**src/rtl/mac_tx_interface_pkg.sv**
```systemverilog
// Shared definitions for the MAC Tx buffer drain path: header layout, FSM states
// and the last-word byte-enable helper.
package mac_tx_interface_pkg;

    localparam int BC_MSB = 63;
    localparam int BC_LSB = 32;

    typedef enum logic [2:0] {
        ST_IDLE,
        ST_HDR,
        ST_FIRST,
        ST_WAIT_ACK,
        ST_STREAM,
        ST_COMMIT
    } tx_state_e;

    // Byte enables of the final word of a frame; a zero remainder means a full word.
    function automatic logic [7:0] last_word_mask(input logic [2:0] rem);
        return (rem == 3'd0) ? 8'hFF : (8'hFF >> (4'd8 - {1'b0, rem}));
    endfunction

endpackage

```
**src/rtl/mac_tx_interface_if.sv**
```systemverilog
// 10G MAC client Tx bus: data, byte enables and the tx_start/tx_ack handshake.
interface mac_tx_interface_if;

    logic [63:0] tx_data;
    logic [7:0]  tx_data_valid;
    logic        tx_start;
    logic        tx_ack;
    logic        tx_underrun;

    modport master (
        output tx_data,
        output tx_data_valid,
        output tx_start,
        output tx_underrun,
        input  tx_ack
    );

    modport slave (
        input  tx_data,
        input  tx_data_valid,
        input  tx_start,
        input  tx_underrun,
        output tx_ack
    );

endinterface

```
**src/rtl/mac_tx_interface_addr_sync_250.sv**
```systemverilog
// Brings a committed buffer pointer across from the 250 MHz domain: the qualifier is
// double-flopped and the pointer is only captured while the qualifier says it is stable.
module addr_sync_250 #(
    parameter int W = 11
) (
    input  logic         clk,
    input  logic         reset_n,
    input  logic [W-1:0] addr_in,
    input  logic         change_in,
    output logic [W-1:0] addr_sync
);

    logic         chg0_q, chg0_d;
    logic         chg1_q, chg1_d;
    logic [W-1:0] addr_q, addr_d;
    logic [W-1:0] sync_q, sync_d;

    always_comb begin
        chg0_d = change_in;
        chg1_d = chg0_q;
        addr_d = addr_in;
        sync_d = sync_q;
        if (chg1_q) begin
            sync_d = addr_q;
        end
    end

    always_ff @(posedge clk or negedge reset_n) begin
        if (!reset_n) begin
            chg0_q <= 1'b0;
            chg1_q <= 1'b0;
            addr_q <= '0;
            sync_q <= '0;
        end else begin
            chg0_q <= chg0_d;
            chg1_q <= chg1_d;
            addr_q <= addr_d;
            sync_q <= sync_d;
        end
    end

    assign addr_sync = sync_q;

endmodule

```
**src/rtl/mac_tx_interface.sv**
```systemverilog
// Drains committed frames from the 64-bit Tx packet buffer and streams them to the
// 10G MAC client interface, returning the consumed read pointer to the host side.
module mac_tx_interface
    import mac_tx_interface_pkg::*;
#(
    parameter int AW        = 10,
    parameter int MAX_BYTES = 9600
) (
    input  logic                 clk,
    input  logic                 reset_n,
    output logic [AW-1:0]        rd_addr,
    input  logic [63:0]          rd_data,
    input  logic [AW:0]          commited_wr_address,
    input  logic                 wr_addr_change,
    output logic [AW:0]          commited_rd_address,
    mac_tx_interface_if.master   tx,
    output logic [31:0]          tx_frames_counter,
    output logic [31:0]          dropped_hdr_counter
);

    localparam logic [AW:0] PTR_ONE = (AW+1)'(1);

    logic [AW:0]  wr_ptr_sync;
    tx_state_e    state_q, state_d;
    logic [AW:0]  rd_ptr_q, rd_ptr_d;
    logic [AW:0]  fetch_q, fetch_d;
    logic [AW:0]  commit_q, commit_d;
    logic [AW:0]  adv_q, adv_d;
    logic [15:0]  words_q, words_d;
    logic [15:0]  cnt_q, cnt_d;
    logic [7:0]   mask_q, mask_d;
    logic [63:0]  tx_data_q, tx_data_d;
    logic [7:0]   tx_valid_q, tx_valid_d;
    logic         tx_start_q, tx_start_d;
    logic         sent_q, sent_d;
    logic [31:0]  frames_q, frames_d;
    logic [31:0]  drops_q, drops_d;

    logic [31:0]  hdr_bc;
    logic [15:0]  hdr_words;
    logic         hdr_bad;
    logic         pending;
    logic [15:0]  next_cnt;
    logic [7:0]   next_mask;

    addr_sync_250 #(.W(AW+1)) u_wr_sync (
        .clk       (clk),
        .reset_n   (reset_n),
        .addr_in   (commited_wr_address),
        .change_in (wr_addr_change),
        .addr_sync (wr_ptr_sync)
    );

    assign pending   = (rd_ptr_q != wr_ptr_sync);
    assign hdr_bc    = rd_data[BC_MSB:BC_LSB];
    // Accepted byte counts fit in 14 bits, so a 16-bit word count is never truncated.
    assign hdr_words = {3'b000, hdr_bc[15:3]} + {15'd0, |hdr_bc[2:0]};
    assign hdr_bad   = (hdr_bc == 32'd0) || (hdr_bc > 32'(MAX_BYTES));
    assign next_cnt  = cnt_q + 16'd1;
    assign next_mask = (next_cnt == words_q) ? mask_q : 8'hFF;

    always_comb begin
        state_d    = state_q;
        rd_ptr_d   = rd_ptr_q;
        fetch_d    = fetch_q;
        commit_d   = commit_q;
        adv_d      = adv_q;
        words_d    = words_q;
        cnt_d      = cnt_q;
        mask_d     = mask_q;
        tx_data_d  = tx_data_q;
        tx_valid_d = tx_valid_q;
        tx_start_d = tx_start_q;
        sent_d     = sent_q;
        frames_d   = frames_q;
        drops_d    = drops_q;

        case (state_q)
            ST_IDLE: begin
                fetch_d = rd_ptr_q;
                if (pending) begin
                    state_d = ST_HDR;
                end
            end

            ST_HDR: begin
                cnt_d = 16'd0;
                if (hdr_bad) begin
                    adv_d   = PTR_ONE;
                    sent_d  = 1'b0;
                    drops_d = drops_q + 32'd1;
                    state_d = ST_COMMIT;
                end else begin
                    words_d = hdr_words;
                    mask_d  = last_word_mask(hdr_bc[2:0]);
                    adv_d   = (AW+1)'(hdr_words) + PTR_ONE;
                    sent_d  = 1'b1;
                    fetch_d = rd_ptr_q + PTR_ONE;
                    state_d = ST_FIRST;
                end
            end

            ST_FIRST: begin
                tx_data_d  = rd_data;
                tx_valid_d = next_mask;
                tx_start_d = 1'b1;
                cnt_d      = next_cnt;
                fetch_d    = fetch_q + PTR_ONE;
                state_d    = ST_WAIT_ACK;
            end

            // After tx_ack the MAC expects every remaining word on consecutive cycles.
            ST_WAIT_ACK, ST_STREAM: begin
                if (state_q == ST_STREAM || tx.tx_ack) begin
                    tx_start_d = 1'b0;
                    if (cnt_q == words_q) begin
                        tx_valid_d = 8'h00;
                        state_d    = ST_COMMIT;
                    end else begin
                        tx_data_d  = rd_data;
                        tx_valid_d = next_mask;
                        cnt_d      = next_cnt;
                        fetch_d    = fetch_q + PTR_ONE;
                        state_d    = ST_STREAM;
                    end
                end
            end

            ST_COMMIT: begin
                rd_ptr_d = rd_ptr_q + adv_q;
                commit_d = rd_ptr_q + adv_q;
                if (sent_q) begin
                    frames_d = frames_q + 32'd1;
                end
                state_d = ST_IDLE;
            end

            default: begin
                state_d = ST_IDLE;
            end
        endcase
    end

    always_ff @(posedge clk or negedge reset_n) begin
        if (!reset_n) begin
            state_q    <= ST_IDLE;
            rd_ptr_q   <= '0;
            fetch_q    <= '0;
            commit_q   <= '0;
            adv_q      <= '0;
            words_q    <= '0;
            cnt_q      <= '0;
            mask_q     <= '0;
            tx_data_q  <= '0;
            tx_valid_q <= '0;
            tx_start_q <= 1'b0;
            sent_q     <= 1'b0;
            frames_q   <= '0;
            drops_q    <= '0;
        end else begin
            state_q    <= state_d;
            rd_ptr_q   <= rd_ptr_d;
            fetch_q    <= fetch_d;
            commit_q   <= commit_d;
            adv_q      <= adv_d;
            words_q    <= words_d;
            cnt_q      <= cnt_d;
            mask_q     <= mask_d;
            tx_data_q  <= tx_data_d;
            tx_valid_q <= tx_valid_d;
            tx_start_q <= tx_start_d;
            sent_q     <= sent_d;
            frames_q   <= frames_d;
            drops_q    <= drops_d;
        end
    end

    assign rd_addr             = fetch_q[AW-1:0];
    assign commited_rd_address = commit_q;
    assign tx_frames_counter   = frames_q;
    assign dropped_hdr_counter = drops_q;
    assign tx.tx_data          = tx_data_q;
    assign tx.tx_data_valid    = tx_valid_q;
    assign tx.tx_start         = tx_start_q;
    assign tx.tx_underrun      = 1'b0;

endmodule

```
**src/flat_wrapper.sv**
```systemverilog
// flat-port wrapper written by rule: the top's interface ports become plain ports
module mac_tx_interface_flat import mac_tx_interface_pkg::*;
#(
    parameter int AW        = 10,
    parameter int MAX_BYTES = 9600
)
  (clk, reset_n, rd_addr, rd_data, commited_wr_address, wr_addr_change, commited_rd_address, tx_frames_counter, dropped_hdr_counter, tx_tx_data, tx_tx_data_valid, tx_tx_start, tx_tx_underrun, tx_tx_ack);
  mac_tx_interface_if tx_i ();
  input  logic clk;
  input  logic reset_n;
  output logic [AW-1:0] rd_addr;
  input  logic [63:0] rd_data;
  input  logic [AW:0] commited_wr_address;
  input  logic wr_addr_change;
  output logic [AW:0] commited_rd_address;
  output logic [31:0] tx_frames_counter;
  output logic [31:0] dropped_hdr_counter;
  output wire logic [$bits(tx_i.tx_data)-1:0] tx_tx_data;
  output wire logic [$bits(tx_i.tx_data_valid)-1:0] tx_tx_data_valid;
  output wire logic [$bits(tx_i.tx_start)-1:0] tx_tx_start;
  output wire logic [$bits(tx_i.tx_underrun)-1:0] tx_tx_underrun;
  input wire logic [$bits(tx_i.tx_ack)-1:0] tx_tx_ack;
  assign tx_tx_data = tx_i.tx_data;
  assign tx_tx_data_valid = tx_i.tx_data_valid;
  assign tx_tx_start = tx_i.tx_start;
  assign tx_tx_underrun = tx_i.tx_underrun;
  assign tx_i.tx_ack = tx_tx_ack;
  mac_tx_interface #(.AW(AW), .MAX_BYTES(MAX_BYTES)) u_core (.clk(clk), .reset_n(reset_n), .rd_addr(rd_addr), .rd_data(rd_data), .commited_wr_address(commited_wr_address), .wr_addr_change(wr_addr_change), .commited_rd_address(commited_rd_address), .tx(tx_i), .tx_frames_counter(tx_frames_counter), .dropped_hdr_counter(dropped_hdr_counter));
endmodule
```
**config.mk**
```make
export PLATFORM = sky130hd
export DESIGN_NAME = mac_tx_interface_flat
export DESIGN_NICKNAME = d
export VERILOG_FILES = /design/src/rtl/mac_tx_interface_pkg.sv /design/src/rtl/mac_tx_interface_if.sv /design/src/rtl/mac_tx_interface_addr_sync_250.sv /design/src/rtl/mac_tx_interface.sv /design/src/flat_wrapper.sv
export SDC_FILE = /design/constraint.sdc
export NUM_CORES = 1
export LEC_CHECK = 0
export ABC_AREA = 1
export CORE_ASPECT_RATIO = 1.2
export CORE_MARGIN = 4
export CORE_UTILIZATION = 40
export DETAILED_ROUTE_END_ITERATION = 16
export PLACE_DENSITY = 0.61
export REMOVE_ABC_BUFFERS = 1
export SLEW_MARGIN = 20
export SYNTH_ARGS = -nofsm -noshare
export SYNTH_HDL_FRONTEND = slang
export SYNTH_SLANG_ARGS = --single-unit
```
**constraint.sdc**
```tcl
create_clock -name clk -period 4.6 [get_ports clk]
set_input_delay 0.92 -clock clk [delete_from_list [all_inputs] [get_ports clk]]
set_output_delay 0.92 -clock clk [all_outputs]
set_load 0.1 [all_outputs]
```
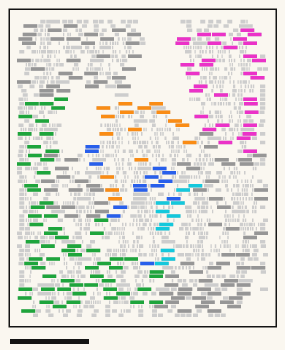
Fig. 1. Sequential cells colored by netlist name.
Scale bar: 50 µm. Other sequential cells in the stronger gray, the rest of the logic in the fainter gray.
- orange: `u_core.cnt_q` (placed flops 16)
- green: `u_core.tx.tx_data` (placed flops 64)
- cyan: `u_core.adv_q` (placed flops 11)
- blue: `u_core.words_q` (placed flops 14; where center)
- magenta: `u_core.dropped_hdr_counter` (placed flops 32; where north-east)
- not colored: 98

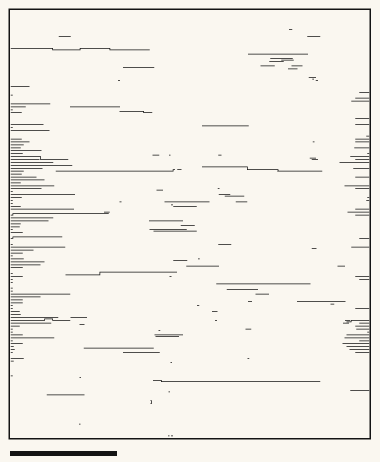
Fig. 2. M3 wires.
Scale bar: 50 µm.
- wire length on this layer: 1850 µm
- longest straight run: 73.8 µm

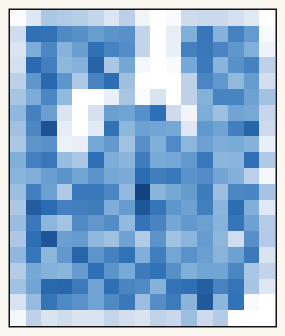
Fig. 3. Cell area per tile.
17 x 20 tiles, from white (low) to dark blue (high), 0 to 100% covered.
- emptiest ninth of the die: north
- nearly empty tiles: 5.0%
- mean over tiles: 46%
- tiles over 75% full: 5.3%
- fullest tile: 93%

==> Slide: Implementation Results <==
Flow Results at a Glance

Run status
  • Outcome: finished, final reports clean

Critical path
  • Largest fanout on the critical path: 8
  • Top delay family on crit path: adder cells
  • Crit-path slowest cell: clkdlybuf4s50_1
  • Levels on crit path: 15
  • R2R Path Start: u_core.state_q[0]

Route
  • M1 WL: 13.7 mm
  • Routed wire length: 31.6 mm
  • Initial DRT Pass Iterations: 5
  • Wire per inst: 14.7 µm

Final layout
  • Final clock-cell share: 0.0571
  • Area Overhead vs Synth: 30.2%
  • Comb area share: 0.354
  • #MultiIn Comb: 1100
  • Logic area: 5610 µm²

Synthesis
  • Synth Cell Area: 12200 µm²
  • XOR Share, Synth: 0.0741
  • Synth mux share: 0.0102
  • Synthesized instance count: 1507
  • FFs w/ async S/R, synth: 1.00
  • Top cells, area: dfrtp_1, nand2_1, xor2_1, inv_1, nor2_1
  • Commonest flop: dfrtp_1

Timing
  • Layout Skew: 15.6 ps
  • Slew @ Worst Pin: 1050 ps
  • Fmax: 0.293 GHz

Floorplanning
  • Die W: 167 µm
  • Die Height: 199 µm
  • Number of top-level pins: 238

Min path
  • Hold Path Sink: u_core.u_wr_sync.chg1_q
  • Worst hold stages: 0
  • Hold_sp: u_core.u_wr_sync.chg0_q

Global routing
  • Initial antenna violation count: 0
  • GRT busiest layer: met2
  • Largest net degree at the start of global routing: 122

Power and ir drop
  • Sequential share of power: 0.255
  • Sw power: 6.32 mW
  • Final Total Pwr: 11.7 mW
  • Design internal power: 5.37 mW
  • Clk pwr share: 0.187
  • Clock Power: 2.18 mW

CTS
  • Clock tree sinks: 235
  • Root Buffer: clkbuf_16

Placement
  • Final Wtd Congestion: 0.920
  • Post-DP HPWL: 23.2 mm
  • Buffers on Ports: 236

Flow run
  • OpenROAD warnings: 29
  • Number of max-cap violations: 0
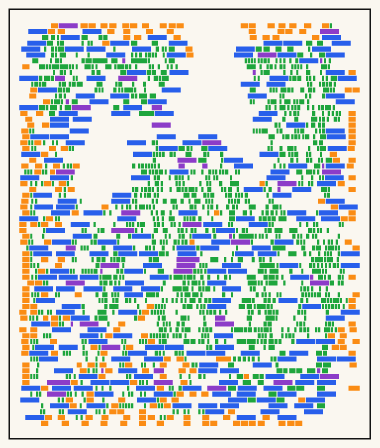
Fig. 4. Cell classes on the final placement.
- blue: sequential cells (cells 235)
- purple: clock drivers and dummy loads (cells 49)
- green: combinational and other logic (cells 1241)
- orange: remaining buffers and delay cells (cells 244)

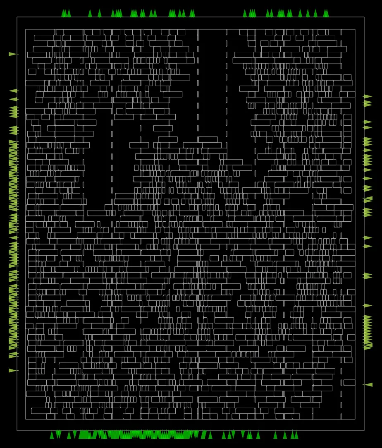
Fig. 5. Cell outlines without signal wires.
Seq cells: 235
Placement Rows: 69
Core ar.: 29800 µm²
flop share of the area: 0.371

## sequential cells by signal, summed over array words and instances, names as in the netlist
signal,count
u_core.u_wr_sync.chg0_q,1
u_core.u_wr_sync.addr_sync,11
u_core.rd_ptr_q,11
u_core.sent_q,1
u_core.cnt_q,16
u_core.dropped_hdr_counter,32
u_core.mask_q,8
u_core.tx.tx_data,64
u_core.state_q,3
u_core.adv_q,11
u_core.u_wr_sync.chg1_q,1
u_core.u_wr_sync.addr_q,11
u_core.tx.tx_start,1
u_core.fetch_q,10
u_core.tx_frames_counter,32
u_core.tx.tx_data_valid,8
u_core.words_q,14
Power and IR drop assume default switching activity.
